run_1/met1.png
(6 px per um) Supply wires on this layer in grey. Cells faint in the background.
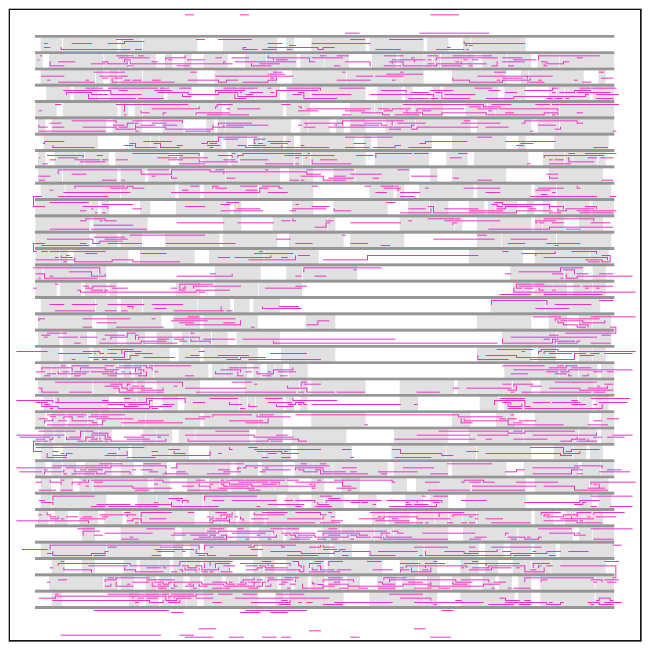
run_1/registers.png
(4 px per um) Other sequential cells in the stronger grey, the rest of the logic in the fainter grey.
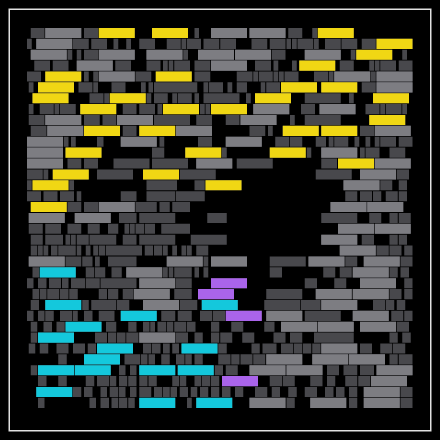
run_1/final_congestion.png
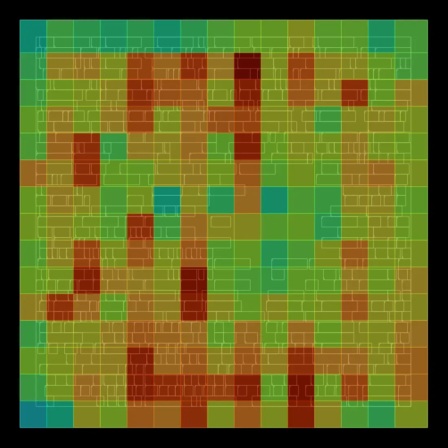
**src/rtl/mem_port_arbiter_pkg.sv**
```systemverilog
// Shared types for the fetch/memory-stage RAM port arbiter.
// Optional build macro: ARB_PERF_CNT_EN (adds stall/conflict performance counters).
package mem_port_arbiter_pkg;

    localparam int unsigned WordW = 32;

    typedef logic [WordW-1:0] word_t;

    // Access sequencing states
    typedef enum logic [1:0] {
        StIdle,
        StIssue,
        StWait,
        StDone
    } arb_state_e;

    // Which requester owns the in-flight access
    typedef enum logic {
        OwnF,
        OwnD
    } arb_owner_e;

endpackage

```
**src/rtl/arb_latency_timer.sv**
```systemverilog
// Fixed-latency countdown: load with LATENCY, count down once per cycle, done while count is 1.
module arb_latency_timer #(
    parameter int unsigned LATENCY = 1
) (
    input  logic clk,
    input  logic rst_n,
    input  logic load_i,
    output logic done_o
);

    localparam int unsigned CntW = 3;

    logic [CntW-1:0] cnt_q, cnt_d;

    // Next count: reload on request, otherwise run down to zero and stop
    always_comb begin
        cnt_d = cnt_q;
        if (load_i) begin
            cnt_d = CntW'(LATENCY);
        end else if (cnt_q != '0) begin
            cnt_d = cnt_q - CntW'(1);
        end
    end

    // Count register
    always_ff @(posedge clk or negedge rst_n) begin
        if (!rst_n) begin
            cnt_q <= '0;
        end else begin
            cnt_q <= cnt_d;
        end
    end

    assign done_o = (cnt_q == CntW'(1));

endmodule

```
**src/rtl/mem_port_arbiter.sv**
```systemverilog
// Arbitrates one single-ported RAM between fetch (F) and memory stage (D) requesters.
// Optional build macro: ARB_PERF_CNT_EN adds perf_f_stall_cnt, perf_d_stall_cnt and
// perf_conflict_cnt outputs.
module mem_port_arbiter
    import mem_port_arbiter_pkg::*;
#(
    parameter int unsigned ADDR_W       = 16,
    parameter int unsigned RAM_LATENCY  = 1,
    parameter int unsigned STARVE_LIMIT = 4
) (
    input  logic              clk,
    input  logic              rst_n,
    input  logic              halt,
    input  logic              f_req,
    input  logic [31:0]       f_addr,
    output logic [31:0]       f_rdata,
    output logic              f_valid,
    output logic              f_stall,
    input  logic              d_req,
    input  logic              d_we,
    input  logic [31:0]       d_addr,
    input  logic [31:0]       d_wdata,
    input  logic [3:0]        d_be,
    input  logic              d_misaligned,
    output logic [31:0]       d_rdata,
    output logic              d_valid,
    output logic              d_fault,
    output logic              d_stall,
    output logic              ram_en,
    output logic [3:0]        ram_we,
    output logic [ADDR_W-1:0] ram_addr,
    output logic [31:0]       ram_wdata,
`ifdef ARB_PERF_CNT_EN
    output logic [31:0]       perf_f_stall_cnt,
    output logic [31:0]       perf_d_stall_cnt,
    output logic [31:0]       perf_conflict_cnt,
`endif
    input  logic [31:0]       ram_rdata
);

    // Wide enough to hold STARVE_LIMIT, never zero bits
    localparam int unsigned StarveW = $clog2(STARVE_LIMIT + 2);
    localparam logic [StarveW-1:0] StarveMax = StarveW'(STARVE_LIMIT);

    arb_state_e         state_q, state_d;
    arb_owner_e         owner_q, owner_d;
    logic               fault_q, fault_d;
    logic               we_q, we_d;
    logic [3:0]         be_q, be_d;
    logic [ADDR_W-1:0]  addr_q, addr_d;
    word_t              wdata_q, wdata_d;
    word_t              f_rdata_q, f_rdata_d;
    word_t              d_rdata_q, d_rdata_d;
    logic [StarveW-1:0] starve_q, starve_d;

    logic timer_load;
    logic timer_done;
    logic force_f;

    // Only the word-address bits reach the RAM
    logic unused_addr_bits;
    assign unused_addr_bits = ^{f_addr[31:ADDR_W+2], f_addr[1:0],
                                d_addr[31:ADDR_W+2], d_addr[1:0]};

    arb_latency_timer #(
        .LATENCY (RAM_LATENCY)
    ) u_timer (
        .clk    (clk),
        .rst_n  (rst_n),
        .load_i (timer_load),
        .done_o (timer_done)
    );

    assign force_f = (STARVE_LIMIT != 0) && (starve_q == StarveMax);

    // Arbitration and access sequencing
    always_comb begin
        state_d    = state_q;
        owner_d    = owner_q;
        fault_d    = fault_q;
        we_d       = we_q;
        be_d       = be_q;
        addr_d     = addr_q;
        wdata_d    = wdata_q;
        f_rdata_d  = f_rdata_q;
        d_rdata_d  = d_rdata_q;
        starve_d   = starve_q;
        timer_load = 1'b0;

        unique case (state_q)
            StIdle: begin
                if (!f_req) begin
                    starve_d = '0;
                end
                if (!halt) begin
                    if (d_req && d_misaligned) begin
                        // Fault without touching the RAM
                        owner_d   = OwnD;
                        fault_d   = 1'b1;
                        d_rdata_d = '0;
                        state_d   = StDone;
                    end else if (f_req && (!d_req || force_f)) begin
                        owner_d    = OwnF;
                        fault_d    = 1'b0;
                        we_d       = 1'b0;
                        be_d       = 4'b0000;
                        addr_d     = f_addr[ADDR_W+1:2];
                        wdata_d    = '0;
                        starve_d   = '0;
                        timer_load = 1'b1;
                        state_d    = StIssue;
                    end else if (d_req) begin
                        owner_d    = OwnD;
                        fault_d    = 1'b0;
                        we_d       = d_we;
                        be_d       = d_we ? d_be : 4'b0000;
                        addr_d     = d_addr[ADDR_W+1:2];
                        wdata_d    = d_wdata;
                        timer_load = 1'b1;
                        state_d    = StIssue;
                        if (f_req && (starve_q != StarveMax)) begin
                            starve_d = starve_q + StarveW'(1);
                        end
                    end
                end
            end
            StIssue, StWait: begin
                if (timer_done) begin
                    if (owner_q == OwnF) begin
                        f_rdata_d = ram_rdata;
                    end else if (!we_q) begin
                        d_rdata_d = ram_rdata;
                    end
                    state_d = StDone;
                end else begin
                    state_d = StWait;
                end
            end
            StDone: begin
                state_d = StIdle;
            end
            default: begin
                state_d = StIdle;
            end
        endcase
    end

    // State and access registers
    always_ff @(posedge clk or negedge rst_n) begin
        if (!rst_n) begin
            state_q   <= StIdle;
            owner_q   <= OwnF;
            fault_q   <= 1'b0;
            we_q      <= 1'b0;
            be_q      <= 4'b0000;
            addr_q    <= '0;
            wdata_q   <= '0;
            f_rdata_q <= '0;
            d_rdata_q <= '0;
            starve_q  <= '0;
        end else begin
            state_q   <= state_d;
            owner_q   <= owner_d;
            fault_q   <= fault_d;
            we_q      <= we_d;
            be_q      <= be_d;
            addr_q    <= addr_d;
            wdata_q   <= wdata_d;
            f_rdata_q <= f_rdata_d;
            d_rdata_q <= d_rdata_d;
            starve_q  <= starve_d;
        end
    end

    // RAM controls are only driven during ISSUE
    assign ram_en    = (state_q == StIssue);
    assign ram_we    = ram_en ? be_q : 4'b0000;
    assign ram_addr  = ram_en ? addr_q : '0;
    assign ram_wdata = ram_en ? wdata_q : '0;

    assign f_valid = (state_q == StDone) && (owner_q == OwnF);
    assign d_valid = (state_q == StDone) && (owner_q == OwnD);
    assign d_fault = d_valid && fault_q;
    assign f_rdata = f_rdata_q;
    assign d_rdata = d_rdata_q;
    assign f_stall = f_req && !f_valid;
    assign d_stall = d_req && !d_valid;

`ifdef ARB_PERF_CNT_EN
    logic [31:0] perf_f_q, perf_d_q, perf_c_q;
    logic        conflict;

    assign conflict = (state_q == StIdle) && !halt && f_req && d_req;

    // Free-running wrap-around event counters
    always_ff @(posedge clk or negedge rst_n) begin
        if (!rst_n) begin
            perf_f_q <= '0;
            perf_d_q <= '0;
            perf_c_q <= '0;
        end else begin
            if (f_stall) begin
                perf_f_q <= perf_f_q + 32'd1;
            end
            if (d_stall) begin
                perf_d_q <= perf_d_q + 32'd1;
            end
            if (conflict) begin
                perf_c_q <= perf_c_q + 32'd1;
            end
        end
    end

    assign perf_f_stall_cnt  = perf_f_q;
    assign perf_d_stall_cnt  = perf_d_q;
    assign perf_conflict_cnt = perf_c_q;
`endif

endmodule

```
**config.mk**
```make
export PLATFORM = sky130hd
export DESIGN_NAME = mem_port_arbiter
export DESIGN_NICKNAME = d
export VERILOG_FILES = /design/src/rtl/mem_port_arbiter_pkg.sv /design/src/rtl/arb_latency_timer.sv /design/src/rtl/mem_port_arbiter.sv
export SDC_FILE = /design/constraint.sdc
export NUM_CORES = 1
export LEC_CHECK = 0
export CAP_MARGIN = 40
export CORE_MARGIN = 4
export CORE_UTILIZATION = 63
export DETAILED_ROUTE_END_ITERATION = 10
export DONT_BUFFER_PORTS = 1
export PLACE_DENSITY = 0.89
export SLEW_MARGIN = 20
export SYNTH_ARGS = -nofsm -noshare
export SYNTH_HDL_FRONTEND = slang
export SYNTH_SLANG_ARGS = --single-unit
```
**constraint.sdc**
```tcl
create_clock -name clk -period 1.95 [get_ports clk]
set_input_delay 0.39 -clock clk [delete_from_list [all_inputs] [get_ports clk]]
set_output_delay 0.39 -clock clk [all_outputs]
set_load 0.005 [all_outputs]
```
==> impl_metrics.csv, run 1 <==
group,metric,value,unit
logic_synthesis,topCombFamilyByArea,"AND-OR/OR-AND gates",
routing,wl_met3,1.138,mm
critical_path,path_depth,4,
critical_path,max_stage_delay,0.42,ns
final_layout,ff_count,127,
floorplan,ios,261,
final_layout,final-clk-cell-share,8.273,%
outcome,status,"finished, violations left",
clocking,cts_resized,8,
clocking,hold_buffers,1,
logic_synthesis,ys_sh_aoi,12.93,%
floorplan,die_area,0.01103,sq mm
logic_synthesis,mux_share,12.36,%
logic_synthesis,edf_count,0,
clocking,cts_sinks,127,
final_layout,buf_share,5.270,%
floorplan,fp_util,64.49,%
critical_path,worst_setup_path_start_kind,"flop",
pwr,total_power,11.76,mW
critical_path,critical_path.top_delay_family,"flip-flops",
final_timing,fin_hold_ws,-0.4110,ns
logic_synthesis,synth_cells,519,
final_timing,fmax,517.9,MHz
logic_synthesis,ys_types,43,
global_route,grtUsageMet2,41.61,%
final_layout,layout.nets,674,
critical_path,cp-endpoint,"ram_addr[8]",
final_timing,worstMarginPinSlew,0.5147,ns
final_timing,final_hold_viol_count,127,
final_layout,layout_top_cell,"dfrtp_1",
floorplan,rows,35,
critical_path,ff2ff_path_depth,6,
job,warning_count,69,
final_layout,n_all_inverters,41,
pwr,clockPowerShare,25.1,%
clocking,cts_setup_buffers,0,
logic_synthesis,syn_area,0.005931,sq mm
logic_synthesis,ys_chip_area,0.005931,sq mm
clocking,cts_tree,"built",
critical_path,r2r-end,"f_rdata[5]$_DFFE_PN0P_",
critical_path,worstPathRequired,1.56,ns
final_layout,antenna_cells,0,
routing,drt-initial-drc-count,278,
critical_path,critPathCaptureType,"output pin",
critical_path,r2r_start,"state_q[0]$_DFFE_PN0P_",
final_timing,rsz0062_at_grt,"yes",
placement,io_buffers,0,
global_route,grt_max_degree,128,
clocking,clk_pin_slew_worst_paths,0.06,ns
routing,drc,0,
clocking,cts_root_buf,"clkbuf_8",
floorplan,tap_cells,111,
logic_synthesis,top_cells_by_count,"127 x dfrtp_1, 53 x and2_1, 40 x inv_1",
logic_synthesis,syn_nets,666,
global_route,track_usage,25.43,%
placement,dp_hpwl,9.098,mm
final_timing,timing.final.crit_period,1.931,ns
final_layout,nNonClkBuffers,30,
logic_synthesis,yosys_warnings,0,
outcome,violations,"hold timing",
pwr,p_seq_share,40.8,%
final_layout,drive_above_1_share,14.07,%
final_layout,logic_gate_count,310,
global_route,first_global_vias,4162,
logic_synthesis,top_area_cell,"dfrtp_1",
logic_synthesis,topCellsByArea,"dfrtp_1 54%, mux2_1 6.1%, mux2i_1 5.9%",
critical_path,critPathBufInv,2,
global_route,overflow,0,
About met1.png:
share of all routed wire: 38%
nets with wire on the layer: 567
longest straight run: 37.3 um
drt total wl: 14.41 mm
DR vias: 4,100
GR Layer Usage met1: 31.47%

About registers.png:
| signal | colour | placed flops |
|---|---|---|
| d_rdata | yellow | 32 |
| addr_q | cyan | 16 |
| be_q | purple | 4 |

About final_congestion.png:
Avg WL per Cell: 22.14 um
GR Util met3: 9.265%
Top Usage Layer GRT: met2

-- run 1: through the flow --
step	setup WS, ns	TNS [ns]	hold WS (ns)	util (%)
4_1_cts	-0.02541	-0.2418	-0.4345	71.10
6_report	0.01896	0	-0.4110	73.84
3_5_place_dp	0.1406	0	0.09715	64.29
5_1_grt	-0.04760	-2.788	-0.4550	73.84
3_3_place_gp	0.1839	0	0.09709	64.29
2_1_floorplan	0.3003	0	0.09441	-
-- run 1: power groups by stage --
stage | clock network (mW) | logic (mW) | registers, mW
2_1_floorplan | 0 | 3.09 | 4.48
3_3_place_gp | 0 | 3.47 | 4.72
3_5_place_dp | 0 | 3.67 | 4.79
4_1_cts | 3.00 | 3.85 | 4.77
5_1_grt | 3.18 | 4.40 | 4.93
6_report | 2.96 | 4.01 | 4.79
==> run 1 -> run 2 <==
TNS_END_PERCENT = 10   (was unset)
run_2/final_congestion.png
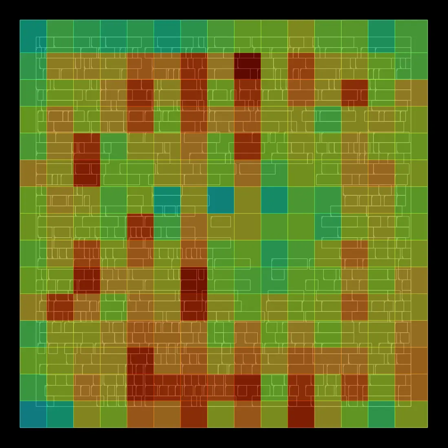
met2 usage: 41.61%
Avg WL per Cell: 21.89 um
Finished Core Util: 73.48%
overall routing resource usage: 25.43%

run_2/registers.png
(4 px per um) Other sequential cells in the stronger grey, the rest of the logic in the fainter grey.
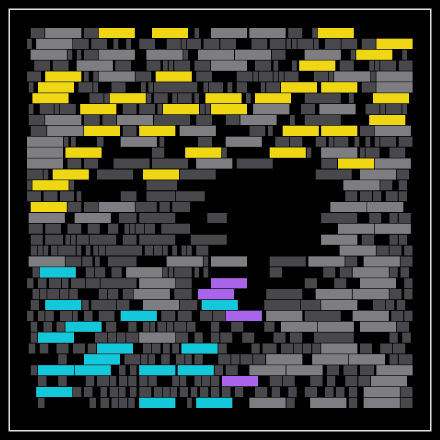
| signal | colour | placed flops |
|---|---|---|
| d_rdata | yellow | 32 |
| be_q | purple | 4 |
| addr_q | cyan | 16 |
not coloured: 75
Register Area: 0.003178 sq mm
fraction of area in registers: 47.03%
Power Sequential: 4.79 mW

==> impl_metrics.csv, run 2 <==
group,metric,value,unit
outcome,status,"finished, violations left",
outcome,violations,"hold timing",
clocking,cts_tree,"built",
critical_path,cp_slowest_cell,"dfrtp_1",
final_layout,fill_cells,622,
critical_path,cp.arrival,1.54,ns
job,warning_count,69,
logic_synthesis,ys_cells,519,
global_route,first_global_vias,4162,
final_timing,worstMarginPinSlew,0.5289,ns
final_layout,combGateArea,0.002400,sq mm
critical_path,crit_start,"state_q[1]$_DFFE_PN0P_",
floorplan,fp_util,64.49,%
logic_synthesis,ys_ff,127,
pwr,clockPowerShare,25.2,%
floorplan,ios,261,
final_timing,slew_violations,0,
floorplan,die_area,0.01103,sq mm
pwr,power.internal,7.615,mW
final_timing,tns,0,ns
pwr,p_per_area,1736,mW/mm^2
logic_synthesis,synthFlopType,"dfrtp_1",
clocking,hold_buffers,1,
logic_synthesis,ys_types,43,
pwr,p_comb_share,34.0,%
final_timing,timing.slew.headroom,64.74,%
final_layout,nNonClkBuffers,28,
final_timing,fin_hold_ws,-0.4105,ns
critical_path,path_depth,4,
final_layout,logic_gate_count,310,
clocking,cts_setup_buffers,0,
final_layout,final-clk-cell-share,8.313,%
logic_synthesis,avgSynthCellArea,11.43,sq um
floorplan,tap_cells,111,
pwr,power.switching,4.118,mW
final_timing,rsz0062_at_grt,"yes",
final_layout,ff_count,127,
final_layout,stdcell_count,649,
routing,drt-met1-wl,5.508,mm
floorplan,rows,35,
final_layout,layout_top_cell,"dfrtp_1",
logic_synthesis,synth_cells,519,
critical_path,critical_path.top_delay_family,"flip-flops",
clocking,clock_path_buffers,2,
final_timing,timing.final.crit_period,1.935,ns
logic_synthesis,top_cells_by_count,"127 x dfrtp_1, 53 x and2_1, 40 x inv_1",
global_route,use_met3,9.265,%
pwr,power_leader,"registers",
final_layout,most-common-layout-cells,"127 x dfrtp_1, 39 x inv_1, 38 x and2_1, 36 x nand2_1, 35 x mux2i_1",
final_timing,period_used_share,99.23,%
clocking,cts_root_buf,"clkbuf_8",
critical_path,critPathCaptureType,"output pin",
routing,viasPerCell,6.233,
logic_synthesis,top_cell,"dfrtp_1",
logic_synthesis,syn_area,0.005931,sq mm
critical_path,r2r_setup_slack,0.07,ns
routing,first_pass_iters,5,
final_layout,antenna_cells,0,
routing,dr_total_vias,4045,
final_layout,fin_area,0.006758,sq mm
critical_path,cp-endpoint,"ram_addr[13]",
pwr,switching_share,35.10,%
final_layout,n_all_inverters,41,
routing,wl_met3,1.113,mm
global_route,grt_antenna_before_repair,0,
routing,wl_met2,7.306,mm
critical_path,crit_path_max_fanout,13,
logic_synthesis,async_reset_ff_share,100.0,%
placement,dp_cells,599,
logic_synthesis,topCellsByArea,"dfrtp_1 54%, mux2_1 6.1%, mux2i_1 5.9%",
critical_path,critPathBufInv,2,
clocking,cts_sinks,127,
global_route,grt_first_pass_wirelength,22.36,mm
final_layout,layout.nets,672,
final_layout,clkbuf_count,19,
logic_synthesis,yosys_warnings,0,
pwr,clk-power,2.95,mW
critical_path,worstPathRequired,1.56,ns
critical_path,crit_type,"flop to output pin",
logic_synthesis,syn_nets,666,
final_layout,buf_share,4.814,%
placement,io_buffers,0,
floorplan,dieWidth,105.0,um
logic_synthesis,top_area_cell,"dfrtp_1",
pwr,p_seq_share,40.8,%
routing,top_layer,"met4",
logic_synthesis,edf_count,0,
critical_path,max_stage_delay,0.42,ns
final_timing,setup_viol,0,
global_route,grt_max_degree,128,
critical_path,ff2ff_path_depth,5,
clocking,cts_resized,8,
global_route,use_met1,31.47,%
floorplan,core-area,0.009196,sq mm
final_timing,fin_worst_skew,0.01076,ns
final_timing,final_hold_viol_count,127,
placement,dpl-instance-area,0.005912,sq mm
clocking,htree_levels,4,
routing,ant_nets,0,
pwr,total_power,11.73,mW
critical_path,r2r-end,"f_rdata[5]$_DFFE_PN0P_",
routing,drc,0,
global_route,grt.busiest_layer,"met2",
job,max_cap_violations,0,
final_layout,comb_share,35.51,%
routing,drt-initial-drc-count,295,
critical_path,worst_setup_path_start_kind,"flop",
final_timing,fmax,516.8,MHz
logic_synthesis,ys_chip_area,0.005931,sq mm
hold_path,hp-class,"input pin to asynchronous set/reset pin",
routing,wirelength,14.21,mm
critical_path,r2r_start,"state_q[0]$_DFFE_PN0P_",
global_route,overflow,0,
final_layout,biggestCellCategory,"sequential cells",
pwr,comb-power,3.99,mW
placement,dp_hpwl,9.098,mm
final_layout,drive_above_1_share,13.75,%
clocking,clk_pin_slew_worst_paths,0.06,ns
critical_path,crit_chain,"inv_2 > ha_4 > clkbuf_16 > and2_1",
run 2: cell count changes in the layout (fill, tap and decap cells not counted):
cell       previous run  this run
buf_4                 8         7
clkbuf_16            18        17
run 2: cells by family after synthesis:
| group | Yosys count | synth area share, % |
|---|---|---|
| flip-flops | 127 | 53.59 |
| AND/OR/NAND/NOR | 130 | 12.09 |
| AND-OR/OR-AND | 102 | 12.93 |
| buffers and inverters | 82 | 7.194 |
| multiplexers | 69 | 12.36 |
| XOR/XNOR | 1 | 0.1477 |
| adder cells (fa/ha/maj) | 8 | 1.688 |
run 2: stage by stage:
stage	setup slack (ns)	hold slack (ns)
floorplan	0.3003	0.09441
global placement	0.1839	0.09709
CTS	-0.02541	-0.4345
finish	0.01505	-0.4105
detailed placement	0.1406	0.09715
global route	-0.04760	-0.4550
run_2/metal_stack.png
(4 px per um) Only two layers are drawn.
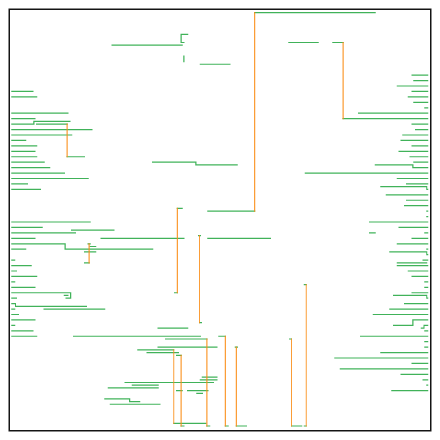

==> run 2 -> run 3 <==
CORE_ASPECT_RATIO = 1.25   (was unset)
run_3/metal_stack.png
(4 px per um) Only two layers are drawn.
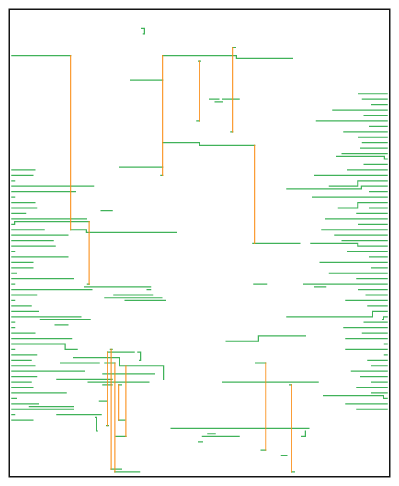
| layer | colour | wire length |
|---|---|---|
| met3 | green | 1,410 um |
| met4 | orange | 295 um |

==> impl_metrics.csv, run 3 <==
group,metric,value,unit
outcome,status,"finished, violations left",
outcome,violations,"hold timing",
final_layout,stdcell_count,643,
logic_synthesis,edf_count,0,
logic_synthesis,syn_nets,666,
final_layout,ff_count,127,
floorplan,tap_cells,123,
pwr,power_leader,"registers",
final_timing,setup_viol,0,
global_route,overflow,0,
logic_synthesis,ys_chip_area,0.005931,sq mm
critical_path,r2r_setup_slack,0.08,ns
critical_path,cp_slowest_cell,"dfrtp_1",
pwr,total_power,11.56,mW
final_timing,fin_hold_ws,-0.3291,ns
logic_synthesis,ys_ff,127,
final_layout,seq_share,48.64,%
final_layout,drive_above_1_share,10.00,%
clocking,cts_root_buf,"clkbuf_16",
final_timing,period_used_share,97.96,%
final_layout,biggestCellCategory,"sequential cells",
pwr,switching_share,34.17,%
routing,viasPerCell,6.261,
placement,io_buffers,0,
final_layout,comb_share,36.42,%
floorplan,die_area,0.01104,sq mm
critical_path,critical_path.top_delay_family,"flip-flops",
clocking,clk_pin_slew_worst_paths,0.05,ns
critical_path,crit_type,"flop to output pin",
critical_path,critPathCaptureType,"output pin",
job,max_cap_violations,0,
final_timing,tns,0,ns
critical_path,worst_setup_path_start_kind,"flop",
global_route,first_global_vias,4184,
routing,first_pass_iters,5,
logic_synthesis,top_cells_by_count,"127 x dfrtp_1, 53 x and2_1, 40 x inv_1",
pwr,pg_seq,4.78,mW
critical_path,worstPathRequired,1.56,ns
final_timing,fin_ws,0.03986,ns
critical_path,crit_path_max_fanout,53,
pwr,p_comb_share,32.9,%
critical_path,max_stage_delay,0.39,ns
clocking,cts_sinks,127,
final_timing,slew_violations,0,
logic_synthesis,top_cell,"dfrtp_1",
logic_synthesis,ys_types,43,
final_timing,fmax,523.5,MHz
logic_synthesis,ys_sh_aoi,12.93,%
final_layout,layout.nets,656,
critical_path,cp.arrival,1.52,ns
final_timing,fin_worst_skew,0.008562,ns
logic_synthesis,topCombFamilyByArea,"AND-OR/OR-AND gates",
pwr,clk-power,2.97,mW
final_layout,most-common-layout-cells,"127 x dfrtp_1, 53 x and2_1, 40 x inv_1, 36 x nand2_1, 35 x mux2i_1",
final_layout,layout_top_cell,"dfrtp_1",
pwr,power.switching,3.949,mW
logic_synthesis,mux_share,12.36,%
critical_path,r2r_start,"state_q[1]$_DFFE_PN0P_",
logic_synthesis,yosys_warnings,0,
logic_synthesis,async_reset_ff_share,100.0,%
pwr,p_per_area,1769,mW/mm^2
final_timing,rsz0062_at_grt,"yes",
job,warning_count,68,
final_layout,antenna_cells,0,
floorplan,dieWidth,94.78,um
critical_path,cp-endpoint,"ram_wdata[27]",
logic_synthesis,topCellsByArea,"dfrtp_1 54%, mux2_1 6.1%, mux2i_1 5.9%",
routing,drc,0,
final_timing,final_hold_viol_count,127,
global_route,grt_antenna_before_repair,0,
final_layout,buf_share,1.723,%
floorplan,ios,261,
final_layout,nNonClkBuffers,10,
pwr,power.internal,7.608,mW
critical_path,crit_start,"state_q[1]$_DFFE_PN0P_",
placement,dp_cells,611,
floorplan,core-area,0.009174,sq mm
floorplan,fp_util,64.65,%
final_layout,finalCoreUtilization,71.22,%
pwr,p_seq_share,41.4,%
logic_synthesis,ys_cells,519,
critical_path,path_depth,4,
final_timing,timing.slew.headroom,58.81,%
final_layout,clkbuf_count,23,
final_layout,n_all_inverters,41,
routing,ant_nets,0,
final_layout,regArea,0.003178,sq mm
logic_synthesis,top_area_cell,"dfrtp_1",
placement,place_worst_setup_slack,0.0006761,ns
final_layout,final-clk-cell-share,8.502,%
pwr,comb-power,3.80,mW
floorplan,rows,39,
global_route,grt_max_degree,128,
placement,dp_hpwl,9.525,mm
global_route,grtUsageMet2,46.10,%
run_3/met1.png
(4 px per um) Supply wires on this layer in grey. Cells faint in the background.
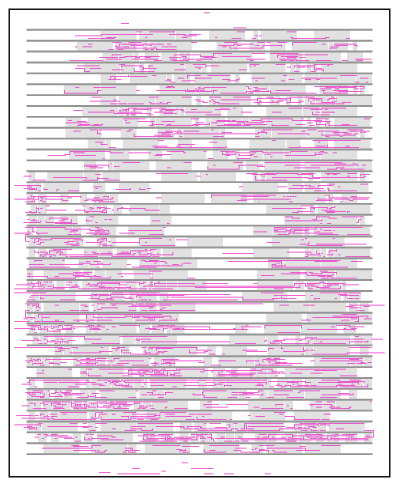
wire length on this layer: 5,020 um
main direction: horizontal
share of all routed wire: 35%
drt total wl: 14.43 mm
GR Layer Usage met1: 28.14%
DR vias: 4,026

-- run 3: cell count changes in the layout (fill, tap and decap cells not counted), sizes merged --
| cell | previous run | this run |
|---|---|---|
| buf | 11 | 10 |
| bufinv | 1 | 2 |
| clkbuf | 20 | 23 |
| clkinvlp | 3 | 1 |
| dlygate4sd3 | 16 | 0 |
| inv | 46 | 41 |
| nand3 | 17 | 18 |
| o2111a | 1 | 2 |
-- run 3: what timing repair did --
item,in CTS,in global routing
cloned,0,2
hold endpoints to repair,127,127
pin swaps,0,0
endpoints found under the setup margin,11,118
gates resized,1,5

==> screenshots <==
Metal 4.
(4 px per um) Supply wires on this layer in grey.
image #1
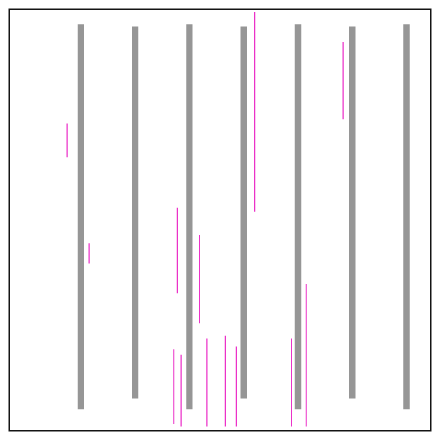
image #2
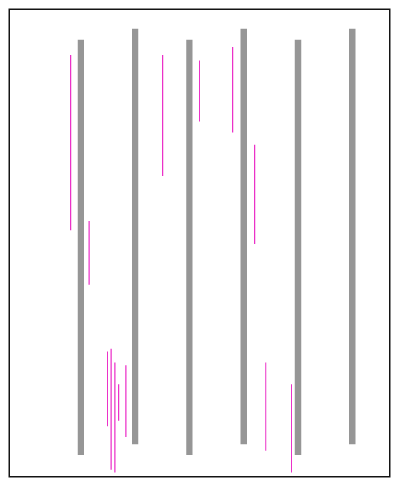
- image #2 = run 3
- image #1 = run 2

Key to image #2:
longest straight run: 43.5 um
main direction: vertical
nets with wire on the layer: 11
wire length on this layer: 295 um
share of all routed wire: 2.1%

Power is estimated from default activity; no workload was simulated.
